File: src/rtl/mem_lsu.sv
// Load/store unit: one EX/MEM access at a time over a req/ack data-memory bus, with timeout abort.
// Optional feature: define MEM_MISALIGN_TRAP_EN to trap misaligned half/word accesses without a bus cycle.
module mem_lsu #(
  parameter int TIMEOUT_CYC = 255,
  parameter int CNT_W       = 8
) (
  input  logic        i_clk,
  input  logic        i_reset,
  input  logic        i_valid,
  input  logic [1:0]  i_ctrlMEM,
  input  logic [2:0]  i_funct3,
  input  logic [31:0] i_memAddr,
  input  logic [31:0] i_writeData,
  output logic        o_stall,
  output logic        o_done,
  output logic        o_err,
  output logic [31:0] o_readData,
  output logic        o_busReq,
  output logic        o_busWe,
  output logic [31:0] o_busAddr,
  output logic [31:0] o_busWdata,
  output logic [3:0]  o_busBe,
  input  logic        i_busAck,
  input  logic [31:0] i_busRdata,
  output logic [1:0]  o_dbgState
);

  localparam logic [1:0] S_IDLE = 2'd0;
  localparam logic [1:0] S_BUS  = 2'd1;
  localparam logic [1:0] S_DONE = 2'd2;
  localparam logic [CNT_W-1:0] CNT_LAST = CNT_W'(TIMEOUT_CYC - 1);

  logic [1:0]       state_q, state_d;
  logic [31:0]      addr_q, addr_d;
  logic             we_q, we_d;
  logic [3:0]       be_q, be_d;
  logic [31:0]      wdata_q, wdata_d;
  logic [1:0]       off_q, off_d;
  logic [2:0]       f3_q, f3_d;
  logic [31:0]      rdata_q, rdata_d;
  logic             err_q, err_d;
  logic [CNT_W-1:0] cnt_q, cnt_d;

  logic        access;
  logic [3:0]  be_c;
  logic [1:0]  off_c;
  logic [31:0] wrep_c;
  logic [31:0] shifted;
  logic [31:0] ext_c;

  assign access = i_valid & (|i_ctrlMEM);

  // Lane selection: low address bits below the access size are ignored.
  always_comb begin
    be_c   = 4'b1111;
    off_c  = 2'b00;
    wrep_c = i_writeData;
    case (i_funct3[1:0])
      2'b00: begin
        be_c   = 4'b0001 << i_memAddr[1:0];
        off_c  = i_memAddr[1:0];
        wrep_c = {4{i_writeData[7:0]}};
      end
      2'b01: begin
        be_c   = 4'b0011 << {i_memAddr[1], 1'b0};
        off_c  = {i_memAddr[1], 1'b0};
        wrep_c = {2{i_writeData[15:0]}};
      end
      default: begin
        be_c   = 4'b1111;
        off_c  = 2'b00;
        wrep_c = i_writeData;
      end
    endcase
  end

`ifdef MEM_MISALIGN_TRAP_EN
  logic misalign;
  assign misalign = ((i_funct3[1:0] == 2'b01) & i_memAddr[0]) |
                    (i_funct3[1] & (|i_memAddr[1:0]));
`endif

  always_comb begin
    state_d = state_q;
    addr_d  = addr_q;
    we_d    = we_q;
    be_d    = be_q;
    wdata_d = wdata_q;
    off_d   = off_q;
    f3_d    = f3_q;
    rdata_d = rdata_q;
    err_d   = err_q;
    cnt_d   = cnt_q;
    case (state_q)
      S_IDLE: begin
        if (access) begin
          addr_d  = {i_memAddr[31:2], 2'b00};
          we_d    = i_ctrlMEM[0];
          be_d    = be_c;
          wdata_d = i_ctrlMEM[0] ? wrep_c : 32'h0;
          off_d   = off_c;
          f3_d    = i_funct3;
          err_d   = 1'b0;
          cnt_d   = '0;
          state_d = S_BUS;
`ifdef MEM_MISALIGN_TRAP_EN
          if (misalign) begin
            err_d   = 1'b1;
            state_d = S_DONE;
          end
`endif
        end
      end
      S_BUS: begin
        if (i_busAck) begin
          rdata_d = i_busRdata;
          state_d = S_DONE;
        end else if (cnt_q == CNT_LAST) begin
          err_d   = 1'b1;
          state_d = S_DONE;
        end else if (cnt_q != '1) begin
          cnt_d = cnt_q + 1'b1;
        end
      end
      S_DONE:  state_d = S_IDLE;
      default: state_d = S_IDLE;
    endcase
  end

  always_ff @(posedge i_clk or posedge i_reset) begin
    if (i_reset) begin
      state_q <= S_IDLE;
      addr_q  <= '0;
      we_q    <= 1'b0;
      be_q    <= '0;
      wdata_q <= '0;
      off_q   <= '0;
      f3_q    <= '0;
      rdata_q <= '0;
      err_q   <= 1'b0;
      cnt_q   <= '0;
    end else begin
      state_q <= state_d;
      addr_q  <= addr_d;
      we_q    <= we_d;
      be_q    <= be_d;
      wdata_q <= wdata_d;
      off_q   <= off_d;
      f3_q    <= f3_d;
      rdata_q <= rdata_d;
      err_q   <= err_d;
      cnt_q   <= cnt_d;
    end
  end

  // Right-align the addressed lane, then sign- or zero-extend by size.
  assign shifted = rdata_q >> {off_q, 3'b000};
  always_comb begin
    case (f3_q[1:0])
      2'b00:   ext_c = {{24{~f3_q[2] & shifted[7]}}, shifted[7:0]};
      2'b01:   ext_c = {{16{~f3_q[2] & shifted[15]}}, shifted[15:0]};
      default: ext_c = shifted;
    endcase
  end

  assign o_stall    = access & (state_q != S_DONE);
  assign o_done     = (state_q == S_DONE);
  assign o_err      = (state_q == S_DONE) & err_q;
  assign o_readData = ((state_q == S_DONE) && !err_q && !we_q) ? ext_c : 32'h0;
  assign o_busReq   = (state_q == S_BUS);
  assign o_busWe    = we_q;
  assign o_busAddr  = addr_q;
  assign o_busWdata = wdata_q;
  assign o_busBe    = be_q;
  assign o_dbgState = state_q;

endmodule
File: config.mk
export PLATFORM = sky130hd
export DESIGN_NAME = mem_lsu
export DESIGN_NICKNAME = d
export VERILOG_FILES = /design/src/rtl/mem_lsu.sv
export SDC_FILE = /design/constraint.sdc
export NUM_CORES = 1
export LEC_CHECK = 0
export ABC_AREA = 1
export CAP_MARGIN = 10
export CORE_MARGIN = 2
export CORE_UTILIZATION = 45
export CTS_CLUSTER_DIAMETER = 200
export DETAILED_ROUTE_END_ITERATION = 12
export GPL_TIMING_DRIVEN = 0
export PLACE_DENSITY = 0.81
export SYNTH_ARGS = -nofsm -noshare
export SYNTH_HDL_FRONTEND = slang
export SYNTH_SLANG_ARGS = --single-unit
File: constraint.sdc
create_clock -name i_clk -period 5.6 [get_ports i_clk]
set_input_delay 1.68 -clock i_clk [delete_from_list [all_inputs] [get_ports i_clk]]
set_output_delay 1.68 -clock i_clk [all_outputs]
set_load 0.005 [all_outputs]
Run 1, ports around the boundary:
Drawn at 4 px/um. Pins as bars across the die edge, other pins in grey.
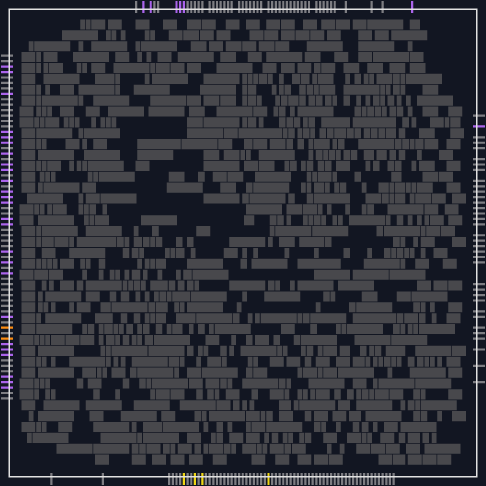
- orange: `o_dbgState` (pins 2; direction output; edge west)
- yellow: `o_busBe` (pins 4; direction output; edge south)
- purple: `o_busAddr` (pins 32; direction output; edge 25 west, 6 north, 1 east)
- all pins by edge: 64 west, 64 south, 49 north, 35 east
number of buffers added on ports: 209
Die Span Y: 116 um
chip width: 116 um

Run 1, placed standard cells:
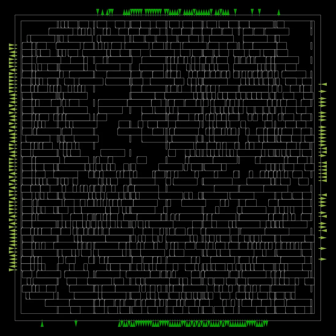
Final Util: 0.698
core box area: 12,500 um^2
flop share of the area: 0.331

Run 1, signal wires by layer:
Drawn at 2 px/um. Only two layers are drawn.
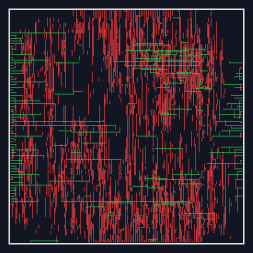
- green: met3 (wire length 1,440 um)
- red: met2 (wire length 8,260 um)
DR vias: 5,638
detailed-route wire length per cell: 15.9 um
Routed WL: 17.5 mm
Total GRT Usage: 0.265

==> results.sh, run 1 <==
# implementation run metrics
export IMPL_outcome="finished clean"
export IMPL_r2r_start="o_dbgState[1]"
export IMPL_dr_wl_met3_mm=1.44
export IMPL_highest_layer="met4"
export IMPL_r2r_worst_path_cells=6
export IMPL_remaining_drc_errors=0
export IMPL_worstPathCellList="clkdlybuf4s50_1, o21ai_0, nor2_1, clkdlybuf4s50_1"
export IMPL_yosys_stat_area_um2=5690
export IMPL_grt_busiest_layer="met2"
export IMPL_crit_path_frequent_cell="clkdlybuf4s50_1"
export IMPL_fillers=1035
export IMPL_setup_ws_ns=0.992
export IMPL_worst_pin_slew_ns=0.599
export IMPL_grtUsageMet3=0.0804
export IMPL_crit_start="i_ctrlMEM[0]"
export IMPL_synth_cell_types=37
export IMPL_nClkBuffers=22
export IMPL_critPathTopFamily="buffers and inverters"
export IMPL_taps=172
export IMPL_ctsResizeCount=0
export IMPL_grt_pass1_vias=5570
export IMPL_p_switching_mw=1.20
export IMPL_worst_setup_path_end_kind="output pin"
export IMPL_hold_end="o_busAddr[14]"
export IMPL_crit_path_top_delay_cell="clkdlybuf4s50_1"
export IMPL_dr_pass1_iters=5
export IMPL_ctsHoldBuffers=0
export IMPL_drv_slew=0
export IMPL_yosysCellCount=682
export IMPL_insertion_delay_ns=0.41
export IMPL_syn2layout_area_growth_pct=52.8
export IMPL_fp_utilization=0.457
export IMPL_power_frac_seq=0.342
export IMPL_grt_pass1_wl_mm=27.4
export IMPL_ys_flop_type="dfrtp_1"
export IMPL_fin_nets=1019
export IMPL_hold_viol=0
export IMPL_postSynthAreaPerCell_um2=8.35
export IMPL_area_dominant_class="registers"
export IMPL_inv_count=53
export IMPL_gp_congestion=0.921
export IMPL_startpoint_type="input port"
export IMPL_comb_share=0.277
export IMPL_final_area_um2=8700
export IMPL_r2r_slack_ns=3.81
export IMPL_rsz0062_at_grt="false"
## run 1: synth_stat cells, types with 6 or more instances
cell type  number
a31oi_1         7
a21oi_1        37
buf_2          17
inv_1          45
nor2_4         10
o31ai_1         9
dfrtp_1       115
o21ai_1        13
o21ai_0        62
nand3_1        26
nor2_1         39
inv_2           6
o221ai_1        6
clkbuf_1       16
nand2_1       218
mux2_2         20
## run 1: logic make-up (layout without fill, tap and decap cells)
group                    count (synthesis)  after routing  share of synthesized area
AND/OR/NAND/NOR                        310            310                      0.237
other                                    1              3                   0.000659
buffers and inverters                   92            333                     0.0723
multiplexers                            23             23                     0.0455
adder cells (fa/ha/maj)                  2              2                    0.00439
flip-flops                             115            115                      0.505
XOR/XNOR                                 1              1                    0.00154
AND-OR/OR-AND                          138            138                      0.133
Run 1, wires at chosen ports, followed through buffers:
Drawn at 2 px/um.
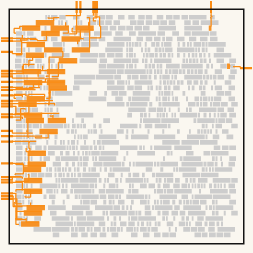

==> run 1 -> run 2 <==
==> constraint.sdc (replaced) <==
create_clock -name i_clk -period 4.3 [get_ports i_clk]
set_input_delay 1.29 -clock i_clk [delete_from_list [all_inputs] [get_ports i_clk]]
set_output_delay 1.29 -clock i_clk [all_outputs]
set_load 0.005 [all_outputs]
Run 2, wires at chosen ports, followed through buffers:
Drawn at 2 px/um.
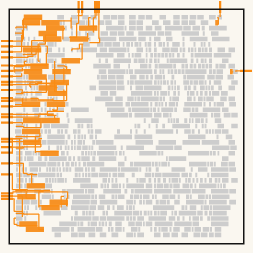
- orange: `o_busAddr` (bits 32; direction output; end cells 32; buffers 32; wire 990 um)

Run 2, signal wires on met2:
Drawn at 4 px/um.
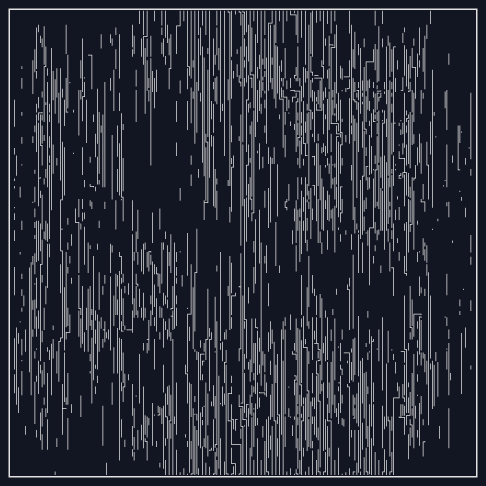
- wire length on this layer: 8,320 um
- longest straight run: 43.3 um
- share of all routed wire: 48%
- nets with wire on the layer: 824

==> run 2 against run 1 <==
Net effect: flip-flop count did not move; setup slack lost 0.47 ns; critical path depth unchanged; global-route usage fell by 0.078 points; critical path type unchanged; largest power group unchanged; highest routed layer unchanged.
==> results.sh, run 2 <==
# implementation run metrics
export IMPL_yosysCellCount=682
export IMPL_die_x_um=116
export IMPL_r2r_worst_path_cells=6
export IMPL_ys_flop_type="dfrtp_1"
export IMPL_r2r_slack_ns=2.57
export IMPL_crit_path_frequent_cell="clkdlybuf4s50_1"
export IMPL_syn2layout_area_growth_pct=52.9
export IMPL_ys_sh_simple=0.237
export IMPL_aoi_share=0.133
export IMPL_wl_mm=17.3
export IMPL_ys_sh_adder=0.00439
export IMPL_drt_wirelength_per_cell_um=15.8
export IMPL_fp_utilization=0.457
export IMPL_grt_busiest_layer="met2"
export IMPL_ys_top_cells_by_count="nand2_1, dfrtp_1, o21ai_0"
export IMPL_worst_setup_path_end_kind="output pin"
export IMPL_worstPathCellList="clkdlybuf4s50_1, o21ai_0, nor2_1, clkdlybuf4s50_1"
export IMPL_top_cell="nand2_1"
export IMPL_dr_pass1_iters=6
export IMPL_worst_pin_slew_ns=0.555
export IMPL_comb_share=0.277
export IMPL_grtUsageMet3=0.0810
export IMPL_gp_congestion=0.928
export IMPL_critPathTopFamily="buffers and inverters"
export IMPL_grt_pass1_vias=5443
export IMPL_outcome="finished clean"
export IMPL_inv_count=53
export IMPL_synthTopLogicFamily="simple AND/OR/NAND/NOR gates"
export IMPL_dr_wl_met3_mm=1.32
export IMPL_setup_ws_ns=0.520
==> run 2: cell count changes in the layout (fill, tap and decap cells not counted), sizes merged <==
cell,change
bufinv,-1
diode,-1
clkbuf,+1
clkinv,+1
buf,+2
clkinvlp,-1
==> run 2: cell families after synthesis <==
group / after synthesis
AND-OR/OR-AND: 138
XOR/XNOR: 1
adder cells (fa/ha/maj): 2
buffers and inverters: 92
flip-flops: 115
multiplexers: 23
other: 1
AND/OR/NAND/NOR: 310
==> run 2: power breakdown <==
group	total [mW]	internal [mW]	switching [mW]
clock network	1.51	1.03	0.482
registers	1.67	1.44	0.227
logic	1.66	0.823	0.836
Run 2, signal wires by layer:
Drawn at 2 px/um. Only two layers are drawn.
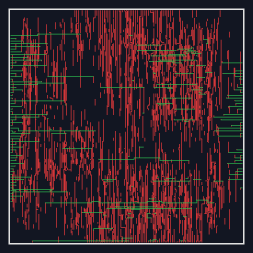

==> run 2 -> run 3 <==
--- a/config.mk
+++ b/config.mk
@@ -13,6 +13,7 @@
 export DETAILED_ROUTE_END_ITERATION = 12
 export GPL_TIMING_DRIVEN = 0
 export PLACE_DENSITY = 0.81
+export RECOVER_POWER = 50
 export SYNTH_ARGS = -nofsm -noshare
 export SYNTH_HDL_FRONTEND = slang
 export SYNTH_SLANG_ARGS = --single-unit
Run 3, signal wires by layer:
Drawn at 2 px/um. Only two layers are drawn.
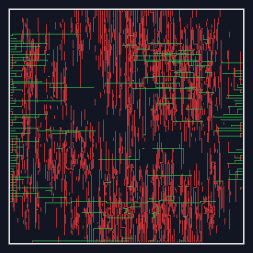
- red: met2 (wire length 8,390 um)
- green: met3 (wire length 1,350 um)
Routed WL: 17.3 mm
detailed-route wire length per cell: 15.8 um
Total GRT Usage: 0.264

Run 3, signal wires on met2:
Drawn at 4 px/um.
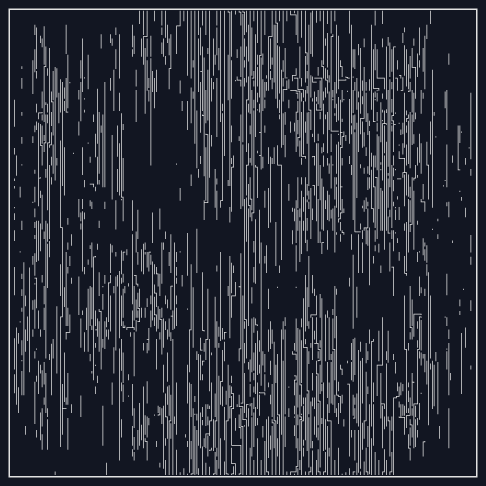
- share of all routed wire: 48%
- wire length on this layer: 8,390 um
- nets with wire on the layer: 824
- longest straight run: 43.3 um
DR vias: 5,559
grt met2 use: 0.433

==> run 3 against run 2 <==
Net effect: first-iteration DRC count up 6.2%; the flow now finishes with violations (capacitance limit, slew limit); die size stayed put; critical path type unchanged; synthesized cell count stayed put; utilization decreased by 0.31 points; combinational power hardly changed; power barely moved; via count is essentially flat; count of clock-buffer cells in the layout stayed put; wire length about the same.
==> results.sh, run 3 <==
# implementation run metrics
export IMPL_outcome="finished, violations left"
export IMPL_violations="capacitance limit, slew limit"
export IMPL_swShare=0.320
export IMPL_dr_pass1_iters=7
export IMPL_startpoint_type="input port"
export IMPL_fillers=1016
export IMPL_rsz0062_at_grt="false"
export IMPL_drv_cap=1
export IMPL_drv_slew=28
export IMPL_inv_count=53
export IMPL_grt_pass1_wl_mm=27.3
export IMPL_p_clk_frac=0.313
export IMPL_worst_setup_path_end_kind="output pin"
export IMPL_seq_share=0.332
export IMPL_portBuffers=209
export IMPL_die_x_um=116
export IMPL_remaining_drc_errors=0
export IMPL_synthTopLogicFamily="simple AND/OR/NAND/NOR gates"
export IMPL_ys_top_cells_by_count="nand2_1, dfrtp_1, o21ai_0"
export IMPL_taps=172
export IMPL_p_switching_mw=1.55
export IMPL_comb_share=0.277
export IMPL_grt_busiest_layer="met2"
export IMPL_top_power_group="registers"
export IMPL_intPower_mw=3.29
export IMPL_r2r_slack_ns=2.42
export IMPL_core_area_um2=12500
export IMPL_crit_start="i_ctrlMEM[0]"
export IMPL_xor_area_frac=0.00154
export IMPL_highest_layer="met4"
export IMPL_ctsResizeCount=0
export IMPL_top_cell="nand2_1"
export IMPL_gp_congestion=0.928
export IMPL_ys_sh_adder=0.00439
export IMPL_dr_wl_met3_mm=1.35
export IMPL_hold_viol=0
export IMPL_fin_nets=1021
export IMPL_aoi_share=0.133
export IMPL_yosys_stat_area_um2=5690
export IMPL_fp_utilization=0.457
export IMPL_r2r_start="o_dbgState[1]"
export IMPL_worst_pin_slew_ns=1.71
export IMPL_comb_cell_power_mw=1.65
export IMPL_ctsHoldBuffers=0
export IMPL_ys_flop_type="dfrtp_1"
run 3: through the flow:
step / cell area (um^2) / setup WS, ns / util
2_1_floorplan: 5700 / 1.53 / -
3_3_place_gp: 8010 / 0.482 / 0.642
3_5_place_dp: 8070 / 0.520 / 0.647
4_1_cts: 8700 / 0.519 / 0.698
5_1_grt: 8670 / 0.271 / 0.695
6_report: 8670 / 0.470 / 0.695
run 3: how the worst min path moves through the flow:
stage	from	endpoint	slack (ns)	cells past startpoint
global placement	o_busAddr[15]	o_busAddr[15]	0.46	2
global route	o_busAddr[3]	o_busAddr[3]	0.49	2
finish	o_busAddr[18]	o_busAddr[18]	0.48	2
CTS	o_busAddr[18]	o_busAddr[18]	0.48	2
detailed placement	o_busAddr[18]	o_busAddr[18]	0.46	2
floorplan	rdata_q[2]	rdata_q[2]	0.46	1
No activity file was given, so power comes from the tool's default toggle rates.
